`src/rtl/toggle_bank_pkg.sv`:
```
// Shared definitions for the toggle bank arbiter: defaults, the round-robin
// pick helper and the packed request-index slicer.
package toggle_bank_pkg;

    localparam int NREQ_DEF  = 4;
    localparam int NCELL_DEF = 8;
    localparam int COOL_DEF  = 2;

    // Helpers work on the largest legal configuration; callers zero-extend.
    localparam int MAX_REQ  = 8;
    localparam int MAX_PTRW = 3;
    localparam int MAX_IDXW = 5;
    localparam int PACKED_W = MAX_REQ * MAX_IDXW;

    typedef struct packed {
        logic                found;
        logic [MAX_PTRW-1:0] index;
    } rr_pick_t;

    function automatic int cool_width(input int cool);
        return (cool <= 0) ? 1 : $clog2(cool + 1);
    endfunction

    // First set bit of valid_mask at or after ptr, wrapping modulo nreq.
    function automatic rr_pick_t rr_pick(input logic [MAX_REQ-1:0]  valid_mask,
                                         input logic [MAX_PTRW-1:0] ptr,
                                         input int                  nreq);
        rr_pick_t            res;
        logic [MAX_PTRW-1:0] sel;
        res = '0;
        for (int off = 0; off < MAX_REQ; off++) begin
            sel = MAX_PTRW'((int'(ptr) + off) % nreq);
            if (off < nreq && !res.found && valid_mask[sel]) begin
                res.found = 1'b1;
                res.index = sel;
            end
        end
        return res;
    endfunction

    function automatic logic [MAX_IDXW-1:0] idx_slice(input logic [PACKED_W-1:0] packed_idx,
                                                      input int                  r,
                                                      input int                  idxw);
        logic [PACKED_W-1:0] mask;
        mask = (PACKED_W'(1) << idxw) - PACKED_W'(1);
        return MAX_IDXW'((packed_idx >> (r * idxw)) & mask);
    endfunction

endpackage

```
`src/rtl/toggle_bank_arbiter_cell.sv`:
```
// One toggle cell: a T flip-flop plus its re-toggle cooldown counter.
// Priority is rst > clr > tog > cooldown decrement.
module toggle_cell
    import toggle_bank_pkg::*;
#(
    parameter int CW = cool_width(COOL_DEF)
) (
    input  logic          clk,
    input  logic          rst,
    input  logic          clr,
    input  logic          tog,
    input  logic [CW-1:0] cool_load,
    output logic          q,
    output logic          cooling
);

    logic          q_q, q_d;
    logic [CW-1:0] cool_q, cool_d;

    // NOTE: every always_comb output gets a default first so no path leaves it unassigned (no latch).
    always_comb begin
        q_d    = q_q;
        cool_d = cool_q;
        if (clr) begin
            q_d    = 1'b0;
            cool_d = '0;
        end else if (tog) begin
            q_d    = ~q_q;
            cool_d = cool_load;
        end else if (cool_q != '0) begin
            cool_d = cool_q - 1'b1;
        end
    end

    // NOTE: sequential state uses non-blocking assignments; reset is synchronous, so only clk is in the list.
    always_ff @(posedge clk) begin
        if (rst) begin
            q_q    <= 1'b0;
            cool_q <= '0;
        end else begin
            q_q    <= q_d;
            cool_q <= cool_d;
        end
    end

    assign q       = q_q;
    assign cooling = (cool_q != '0);

endmodule

```
`src/rtl/toggle_bank_arbiter.sv`:
```
// Round-robin arbiter granting at most one toggle per cycle into a bank of
// cooldown-protected toggle cells.
module toggle_bank_arbiter
    import toggle_bank_pkg::*;
#(
    parameter int  NREQ  = NREQ_DEF,
    parameter int  NCELL = NCELL_DEF,
    parameter int  COOL  = COOL_DEF,
    localparam int IDXW  = $clog2(NCELL),
    localparam int CW    = cool_width(COOL),
    localparam int GW    = $clog2(NREQ)
) (
    input  logic                 clk,
    input  logic                 rst,
    input  logic                 clr,
    input  logic [NREQ-1:0]      req_valid,
    input  logic [NREQ*IDXW-1:0] req_idx,
    output logic [NREQ-1:0]      req_ready,
    output logic [NCELL-1:0]     q,
    output logic                 grant_valid,
    output logic [GW-1:0]        grant_id,
    output logic                 busy
);

    localparam logic [CW-1:0] COOL_LOAD = CW'(COOL);

    logic [GW-1:0]       rr_ptr_q, rr_ptr_d;
    logic                grant_valid_q, grant_valid_d;
    logic [GW-1:0]       grant_id_q, grant_id_d;

    logic [PACKED_W-1:0] req_idx_ext;
    logic [IDXW-1:0]     tgt_idx [NREQ];
    logic [MAX_REQ-1:0]  elig_mask;
    logic [MAX_PTRW-1:0] ptr_ext;
    rr_pick_t            pick;
    logic [GW-1:0]       winner;
    logic [IDXW-1:0]     win_idx;
    logic [NCELL-1:0]    tog;
    logic [NCELL-1:0]    cooling;

    // A requester aimed at a cooling cell simply drops out of the scan, so
    // it never blocks the requesters behind it.
    always_comb begin
        req_idx_ext                  = '0;
        req_idx_ext[NREQ*IDXW-1:0]   = req_idx;
        elig_mask                    = '0;
        for (int r = 0; r < NREQ; r++) begin
            tgt_idx[r]   = IDXW'(idx_slice(req_idx_ext, r, IDXW));
            elig_mask[r] = req_valid[r] && !cooling[tgt_idx[r]] && !clr && !rst;
        end
        ptr_ext           = '0;
        ptr_ext[GW-1:0]   = rr_ptr_q;
        pick              = rr_pick(elig_mask, ptr_ext, NREQ);
    end

    always_comb begin
        winner    = GW'(pick.index);
        req_ready = '0;
        win_idx   = '0;
        for (int r = 0; r < NREQ; r++) begin
            if (pick.found && pick.index == MAX_PTRW'(r)) begin
                req_ready[r] = 1'b1;
                win_idx      = tgt_idx[r];
            end
        end
        tog = '0;
        if (pick.found) begin
            tog[win_idx] = 1'b1;
        end
    end

    always_comb begin
        rr_ptr_d      = rr_ptr_q;
        grant_id_d    = grant_id_q;
        grant_valid_d = pick.found;
        if (pick.found) begin
            rr_ptr_d   = (pick.index == MAX_PTRW'(NREQ - 1)) ? '0 : GW'(pick.index + 1'b1);
            grant_id_d = winner;
        end
    end

    always_ff @(posedge clk) begin
        if (rst) begin
            rr_ptr_q      <= '0;
            grant_valid_q <= 1'b0;
            grant_id_q    <= '0;
        end else begin
            rr_ptr_q      <= rr_ptr_d;
            grant_valid_q <= grant_valid_d;
            grant_id_q    <= grant_id_d;
        end
    end

    for (genvar i = 0; i < NCELL; i++) begin : g_cell
        toggle_cell #(
            .CW(CW)
        ) u_cell (
            .clk       (clk),
            .rst       (rst),
            .clr       (clr),
            .tog       (tog[i]),
            .cool_load (COOL_LOAD),
            .q         (q[i]),
            .cooling   (cooling[i])
        );
    end

    assign grant_valid = grant_valid_q;
    assign grant_id    = grant_id_q;
    assign busy        = |cooling;

endmodule

```
`config.mk`:
```
export PLATFORM = sky130hd
export DESIGN_NAME = toggle_bank_arbiter
export DESIGN_NICKNAME = d
export VERILOG_FILES = /design/src/rtl/toggle_bank_pkg.sv /design/src/rtl/toggle_bank_arbiter_cell.sv /design/src/rtl/toggle_bank_arbiter.sv
export SDC_FILE = /design/constraint.sdc
export NUM_CORES = 1
export LEC_CHECK = 0
export CORE_MARGIN = 2
export CORE_UTILIZATION = 50
export DETAILED_ROUTE_END_ITERATION = 8
export HOLD_SLACK_MARGIN = 0.06
export PLACE_DENSITY = 0.74
export SLEW_MARGIN = 30
export SYNTH_ARGS = -nofsm -noshare
export SYNTH_HDL_FRONTEND = slang
export SYNTH_SLANG_ARGS = --single-unit
export TNS_END_PERCENT = 10
```
`constraint.sdc`:
```
create_clock -name clk -period 4.4 [get_ports clk]
set_input_delay 0.66 -clock clk [delete_from_list [all_inputs] [get_ports clk]]
set_output_delay 0.66 -clock clk [all_outputs]
set_load 0.02 [all_outputs]
```
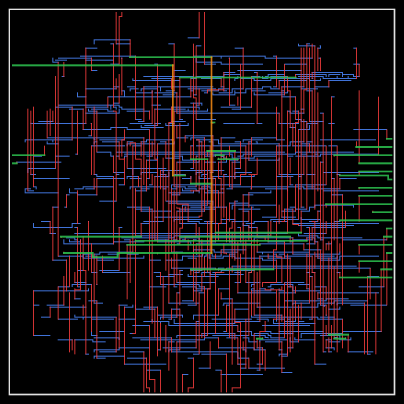
run_1/wires.png
Drawn at 6 px/µm.
| colour | layer | wire length |
|---|---|---|
| blue | metal 1 | 2070 µm |
| red | metal 2 | 2300 µm |
| orange | metal 4 | 51.0 µm |
| green | metal 3 | 319 µm |
WL/cell: 16.5 µm
vias post-DR: 1703
final WL: 4.75 mm
GRT Overall Usage: 24.7%

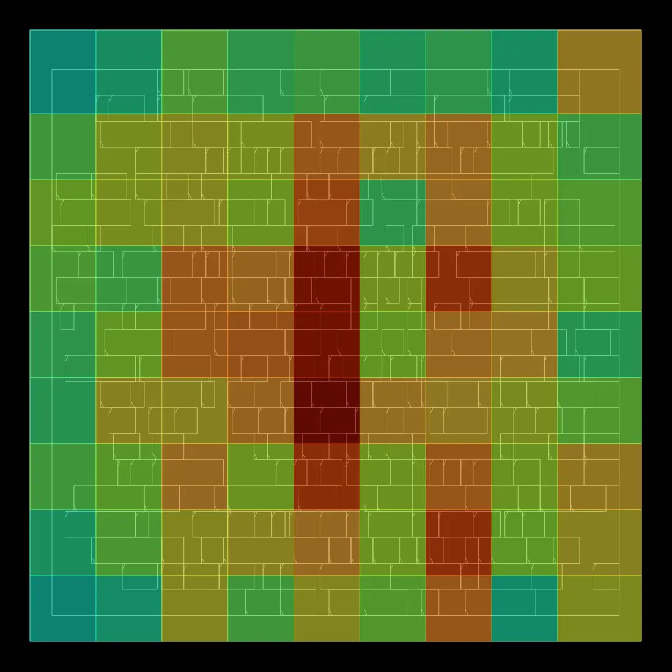
run_1/congestion.png
met3 GRT Util: 5.28%
met2 Use GR: 41.9%
M1 GR Usage: 31.9%
global route hottest layer: met2

==> GITHUB_STEP_SUMMARY, run 1 <==
## Synthesis and layout report

| Metric | Value |
|---|---|
| Cts hold-fix bufs | 0 |
| Clk ins delay skew pair | 330 ps |
| NumNets Final | 265 |
| Tapcell Cnt | 46 |
| Crit path DRT | 3740 ps |
| FA/HA/MAJ Cells, Area Fraction | 2.09% |
| Synthesized area | 1800 µm² |
| Crit path launch | req_idx[4] |
| Critical Path Sink Type | output pin |
| Vias in the first global route | 1693 |
| Tool Warnings | 29 |
| Non-clk buf share | 20.3% |
| Drt drc | 0 |
| Top cells by area | dfxtp_1, mux4_2, mux2i_1 |
| Measured slew at the worst slew-check pin | 666 ps |
| DP Area | 2240 µm² |
| Cell depth of the worst flop-to-flop path | 14 |
| Fillers | 272 |
| NetSw | 202 µW |
| Hold depth | 1 |
| Setup WS post-layout | 217 ps |
| Slowest-stage cell, CP | clkdlybuf4s50_1 |
| Core Footprint | 3390 µm² |
| Status | finished, final reports clean |
| 1st-iter DRT viols | 219 |
| Synth flops | 29 |
| Crit path buffers/inverters | 3 |
| Power Total | 628 µW |
| Synth Instances | 200 |
| Post-detailed-route count of antenna-violating nets | 0 |
| FMAX | 239 MHz |
| RSZ-0062 raised after global routing | true |
| Switch share | 32.2% |
| Top class by area | combinational gates |
| FF-to-FF setup slack | 720 ps |
| CP startpoint kind | primary input |
| Num sequential | 29 |
| Yosys warns | 0 |
| Delay-heaviest family, CP | buffers and inverters |
| Resize count post-CTS | 1 |
| Top Layer Used | met4 |
| Inst Count DP | 282 |
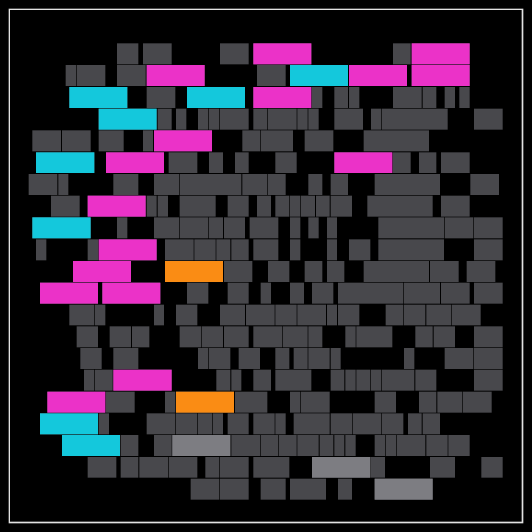
run_1/flops_by_reg.png
Drawn at 8 px/µm.
| colour | signal | sequential cells |
|---|---|---|
| cyan | `g_cell.u_cell.q` | 8 |
| magenta | `g_cell.u_cell.cool_q` | 16 |
| orange | `grant_id` | 2 |
not coloured: 3
fin util: 68.0%
sequential cell area share: 25.2%
P_seq: 288 µW
Storage cell area: 581 µm²

==> run 2: changes to the inputs <==
CORE_UTILIZATION = 51   (was 50)
PLACE_DENSITY = 0.76   (was 0.74)
==> run 2 against run 1 <==
Against the previous run: first-iteration DRC count shrank 21%; maximum frequency down 0.99%; critical path depth grew 4; sequential cell count is the same; hold slack gained 2.7 ps; largest cell class unchanged.
==> GITHUB_STEP_SUMMARY, run 2 <==
## Synthesis and layout report

| Metric | Value |
|---|---|
| Status | finished, final reports clean (unchanged) |
| Tapcell Cnt | 46 (unchanged) |
| Switch share | 31.0% (was 32.2%) |
| Vias in the first global route | 1755 (was 1693) |
| Synth flops | 29 (unchanged) |
| Power Total | 651 µW (was 628 µW) |
| Synth Instances | 200 (unchanged) |
| P_seq | 288 µW (about the same) |
| DP Area | 2270 µm² (was 2240 µm²) |
| Max incr delay on CP | 610 ps (was 650 ps) |
| Cell depth of the worst flop-to-flop path | 17 (was 14) |
| Tool Warnings | 28 (was 29) |
| Resize count post-CTS | 0 (was 1) |
| Final WL | 4.91 mm (was 4.75 mm) |
| Hold depth | 1 (unchanged) |
| Max_cap viols | 0 (unchanged) |
| Drt drc | 0 (unchanged) |
| Worst setup endpoint | req_ready[3] (was req_ready[0]) |
| FMAX | 237 MHz (was 239 MHz) |
| Fillers | 282 (was 272) |
| Max clock buf depth | 2 (unchanged) |
| Power Density | 278 nW/µm² (was 273 nW/µm²) |
| Synth Seq Share | 32.3% (unchanged) |
| Critical Path Sink Type | output pin (unchanged) |
| NumNets Final | 269 (was 265) |
| Top cells by area | dfxtp_1, mux4_2, mux2i_1 (unchanged) |
| CP startpoint kind | primary input (unchanged) |
| Met3 GRT Util | 7.14% (was 5.28%) |
| Inst Count DP | 286 (was 282) |
| Core Footprint | 3360 µm² (was 3390 µm²) |
| Num sequential | 29 (unchanged) |
| RSZ-0062 raised after global routing | false (was true) |
| Setup WS post-layout | 175 ps (was 217 ps) |
| FA/HA/MAJ Cells, Area Fraction | 2.09% (unchanged) |
| Top Layer Used | met4 (unchanged) |
| Clk root buf | clkbuf_4 (unchanged) |
| FF-to-FF setup slack | 700 ps (was 720 ps) |
| Fin util | 69.5% (was 68.0%) |
| Measured slew at the worst slew-check pin | 603 ps (was 666 ps) |
| Yosys warns | 0 (unchanged) |
| Delay-heaviest family, CP | buffers and inverters (unchanged) |
| Global route hottest layer | met2 (unchanged) |
| Post-detailed-route count of antenna-violating nets | 0 (unchanged) |
| Non-clk buf share | 21.4% (was 20.3%) |
| Final Setup Violations | 0 (unchanged) |
| Synthesized area | 1800 µm² (unchanged) |
| Die Ht | 63.4 µm (was 64.0 µm) |
| Sequential cell area share | 24.8% (was 25.2%) |
| Vias post-DR | 1766 (was 1703) |
| Crit path buffers/inverters | 4 (was 3) |
| NetSw | 202 µW (about the same) |
| Crit path launch | req_idx[1] (was req_idx[4]) |
| Top class by area | combinational gates (unchanged) |
| Crit path DRT | 3740 ps (about the same) |
| Storage cell area | 581 µm² (unchanged) |
| Metal1 wirelength | 2.05 mm (was 2.07 mm) |
| 1st-iter DRT viols | 172 (was 219) |
| Cts hold-fix bufs | 0 (unchanged) |
| Slowest-stage cell, CP | clkdlybuf4s50_1 (unchanged) |
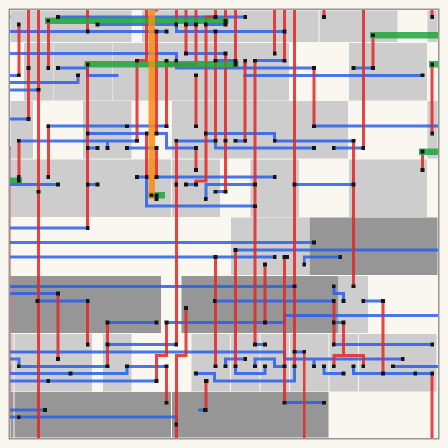
run_2/detail.png
Window x 38 to 58, y 6 to 26 µm. Cells in grey, sequential cells in the stronger grey; small squares are vias.
| colour | layer |
|---|---|
| red | metal 2 |
| blue | metal 1 |
| green | metal 3 |
| orange | metal 4 |
cells with their middle in the window: 28
netlist names of flops here include: `g_cell.u_cell.cool_q` (5)
sequential cells in the window: 5
most frequent: mux4_2 (5), dfxtp_1 (5)

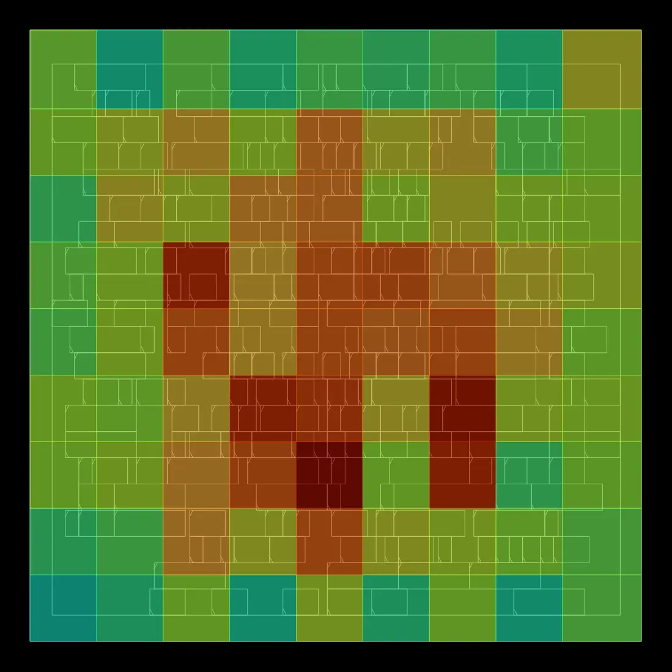
run_2/congestion.png
GRT Overall Usage: 27.3%
met2 Use GR: 43.2%
M1 GR Usage: 35.4%
WL/cell: 16.8 µm

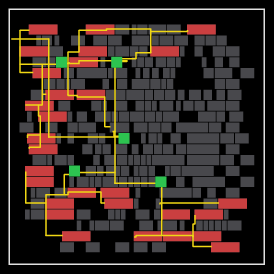
run_2/clk_routes.png
Drawn at 4 px/µm.
[yellow] clock wires | length: 385 µm
[red] flip-flops | count: 29
[green] clock drivers | count: 5
routed clock nets: 6
flops lie: widely spread
Clock Power: 161 µW
Worst Skew: 13.6 ps
Clock power frac: 24.8%

==> run 3: changes to the inputs <==
CORE_UTILIZATION = 50   (was 51)
PLACE_DENSITY = 0.72   (was 0.76)
SYNTH_HIERARCHICAL = 1   (was default)
==> run 3 against run 2 <==
Against the previous run: sequential power is essentially flat; die size is 27% higher; combinational power grew 46%; global-route usage is 4.3 points lower; via count up 19%; register-to-register slack got worse by 370 ps; maximum frequency down 0.18%; critical endpoint unchanged.
==> GITHUB_STEP_SUMMARY, run 3 <==
## Synthesis and layout report

| Metric | Value |
|---|---|
| Top cell type by total area after synthesis | dfxtp_1 (unchanged) |
| Tapcell Cnt | 52 (was 46) |
| Maximum VDD drop | 169 µV (was 223 µV) |
| CTS tree | done (unchanged) |
| Reg2reg end | g_cell[0].u_cell/cool_q[1] (was g_cell[7].u_cell.q) |
| N_diodes | 0 (unchanged) |
| Crit path DRT | 3740 ps (about the same) |
| Cell depth of the worst flop-to-flop path | 16 (was 17) |
| M1 GR Usage | 29.9% (was 35.4%) |
| Synthesized area | 2280 µm² (was 1800 µm²) |
| Storage cell area | 581 µm² (unchanged) |
| Final clock-cell share | 3.75% (was 2.36%) |
| Vias post-DR | 2100 (was 1766) |
| Drt drc | 0 (unchanged) |
| Synth flops | 29 (unchanged) |
| Commonest Layout Cell | buf_4 (was clkdlybuf4s50_1) |
| FF-to-FF setup slack | 330 ps (was 700 ps) |
| Cts hold-fix bufs | 0 (unchanged) |
| Critical Path Sink Type | output pin (unchanged) |
| Number of flip-flops in the largest register | 16 (unchanged) |
| Max clock buf depth | 2 (unchanged) |
| CTS Buf Count | 5 (unchanged) |
| WL/cell | 14.3 µm (was 16.8 µm) |
| Fillers | 345 (was 282) |
| Num sequential | 29 (unchanged) |
| Final Setup Violations | 0 (unchanged) |
| NumNets Final | 364 (was 269) |
| Switch share | 30.6% (was 31.0%) |
| Top Layer Used | met4 (unchanged) |
| Inverters | 31 (was 5) |
| Max power group | combinational cells (was registers) |
| Final TNS setup | 0 ps (unchanged) |
| 1st-iter DRT viols | 67 (was 172) |
| Initial antenna violation count | 0 (unchanged) |
| GRT Overall Usage | 23.0% (was 27.3%) |
| CP startpoint kind | primary input (unchanged) |
| Top class by area | combinational gates (unchanged) |
| Area growth from synthesis to final layout | 36.4% (was 30.0%) |
| Worst setup endpoint | req_ready[3] (unchanged) |
| Metal1 wirelength | 2.58 mm (was 2.05 mm) |
| Resize count post-CTS | 2 (was 0) |
| Non-CTS buffers | 67 (was 55) |
| Post-Synth AOI/OAI Area | 17.1% (was 16.6%) |
| NetSw | 268 µW (was 202 µW) |
| Met3 GRT Util | 4.92% (was 7.14%) |
| Worst R2R Start | g_cell[3].u_cell/cool_q[0] (was g_cell[3].u_cell.cool_q[1]) |
| Global route hottest layer | met2 (unchanged) |
| Final WL | 5.52 mm (was 4.91 mm) |
| Post-detailed-route count of antenna-violating nets | 0 (unchanged) |
| Yosys warns | 6 (was 0) |
| Slowest-stage cell, CP | clkdlybuf4s50_1 (unchanged) |
| HPWL Detailed | 3.91 mm (was 3.86 mm) |
| Synth Instances | 252 (was 200) |
| Comb area | 1620 µm² (was 1120 µm²) |
| Chip Area, Yosys | 2280 µm² (was 1800 µm²) |
| Vias in the first global route | 2063 (was 1755) |
| FMAX | 236 MHz (was 237 MHz) |
| Area share of the largest cell type after synthesis | 25.5% (was 32.3%) |
| Met2 Use GR | 38.0% (was 43.2%) |
| Clk root buf | clkbuf_8 (was clkbuf_4) |
| Max incr delay on CP | 630 ps (was 610 ps) |
| Hold depth | 3 (was 1) |
| FA/HA/MAJ Cells, Area Fraction | 6.04% (was 2.09%) |
| Crit path buffers/inverters | 4 (unchanged) |
| Power Total | 874 µW (was 651 µW) |
| Synth Seq Share | 25.5% (was 32.3%) |
| Die Ht | 71.5 µm (was 63.4 µm) |
| Clk pin slew, worst setup/hold paths | 60 ps (was 80 ps) |
| First-pass DRT Iterations | 4 (unchanged) |
| # Cells Yosys | 252 (was 200) |
| Init Core Util | 51.9% (was 53.5%) |
| Status | finished, final reports clean (unchanged) |
| Stages on the worst setup path | 11 (unchanged) |
| Max_cap viols | 0 (unchanged) |
| Leakage | 0.00127 µW (was 0.000905 µW) |
| Crit path launch | req_idx[6] (was req_idx[1]) |
| Synth Area in Simple Gates | 27.1% (was 28.7%) |
| Final Cell Area | 3110 µm² (was 2340 µm²) |
| Delay-heaviest family, CP | buffers and inverters (unchanged) |
| Logic pwr share | 33.8% (was 31.0%) |
| DP Area | 2960 µm² (was 2270 µm²) |
| Tool Warnings | 28 (unchanged) |
| Power Density | 282 nW/µm² (was 278 nW/µm²) |
| Core Footprint | 4380 µm² (was 3360 µm²) |
| Mean Syn Cell Area | 9.04 µm² (was 8.99 µm²) |
| Non-clk buf share | 19.6% (was 21.4%) |
| Inst Count DP | 379 (was 286) |
| Top cells by area | dfxtp_1, mux2i_1, ha_1 (was dfxtp_1, mux4_2, mux2i_1) |
| Setup WS post-layout | 167 ps (was 175 ps) |
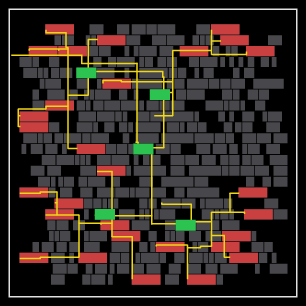
run_3/clk_routes.png
Drawn at 4 px/µm.
[red] flip-flops | count: 29
[green] clock drivers | count: 5
[yellow] clock wires | length: 468 µm
flops lie: widely spread
routed clock nets: 6
clk ins delay skew pair: 280 ps
Clock power frac: 33.5%
Worst Skew: 1.96 ps
Clock Power: 293 µW

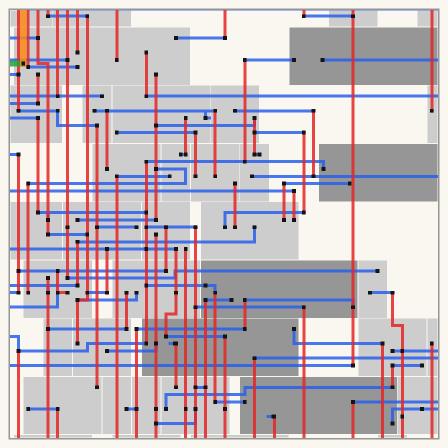
run_3/detail.png
Window x 44 to 64, y 8 to 28 µm. Cells in grey, sequential cells in the stronger grey; small squares are vias.
| colour | layer |
|---|---|
| orange | metal 4 |
| blue | metal 1 |
| green | metal 3 |
| red | metal 2 |
sequential cells in the window: 5
netlist names of flops here include: `g_cell.u_cell/cool_q` (3)
most frequent: dfxtp_1 (5), inv_1 (4), nor2b_1 (3)
cells with their middle in the window: 28

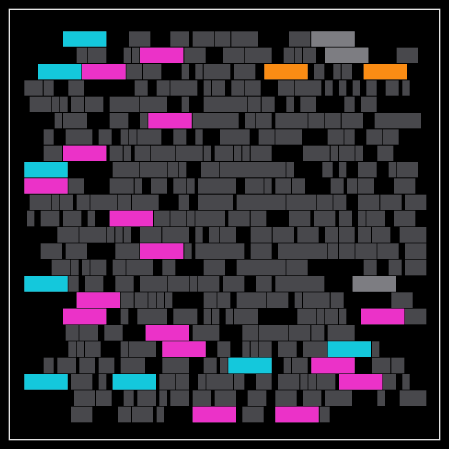
run_3/flops_by_reg.png
Drawn at 6 px/µm.
| colour | signal | sequential cells |
|---|---|---|
| cyan | `g_cell.u_cell/q` | 8 |
| orange | `grant_id` | 2 |
| magenta | `g_cell.u_cell/cool_q` | 16 |
not coloured: 3
fin util: 70.8%
sequential cell area share: 18.7%
P_seq: 286 µW

Power figures rest on the tool's default switching activity, not on a simulated workload.
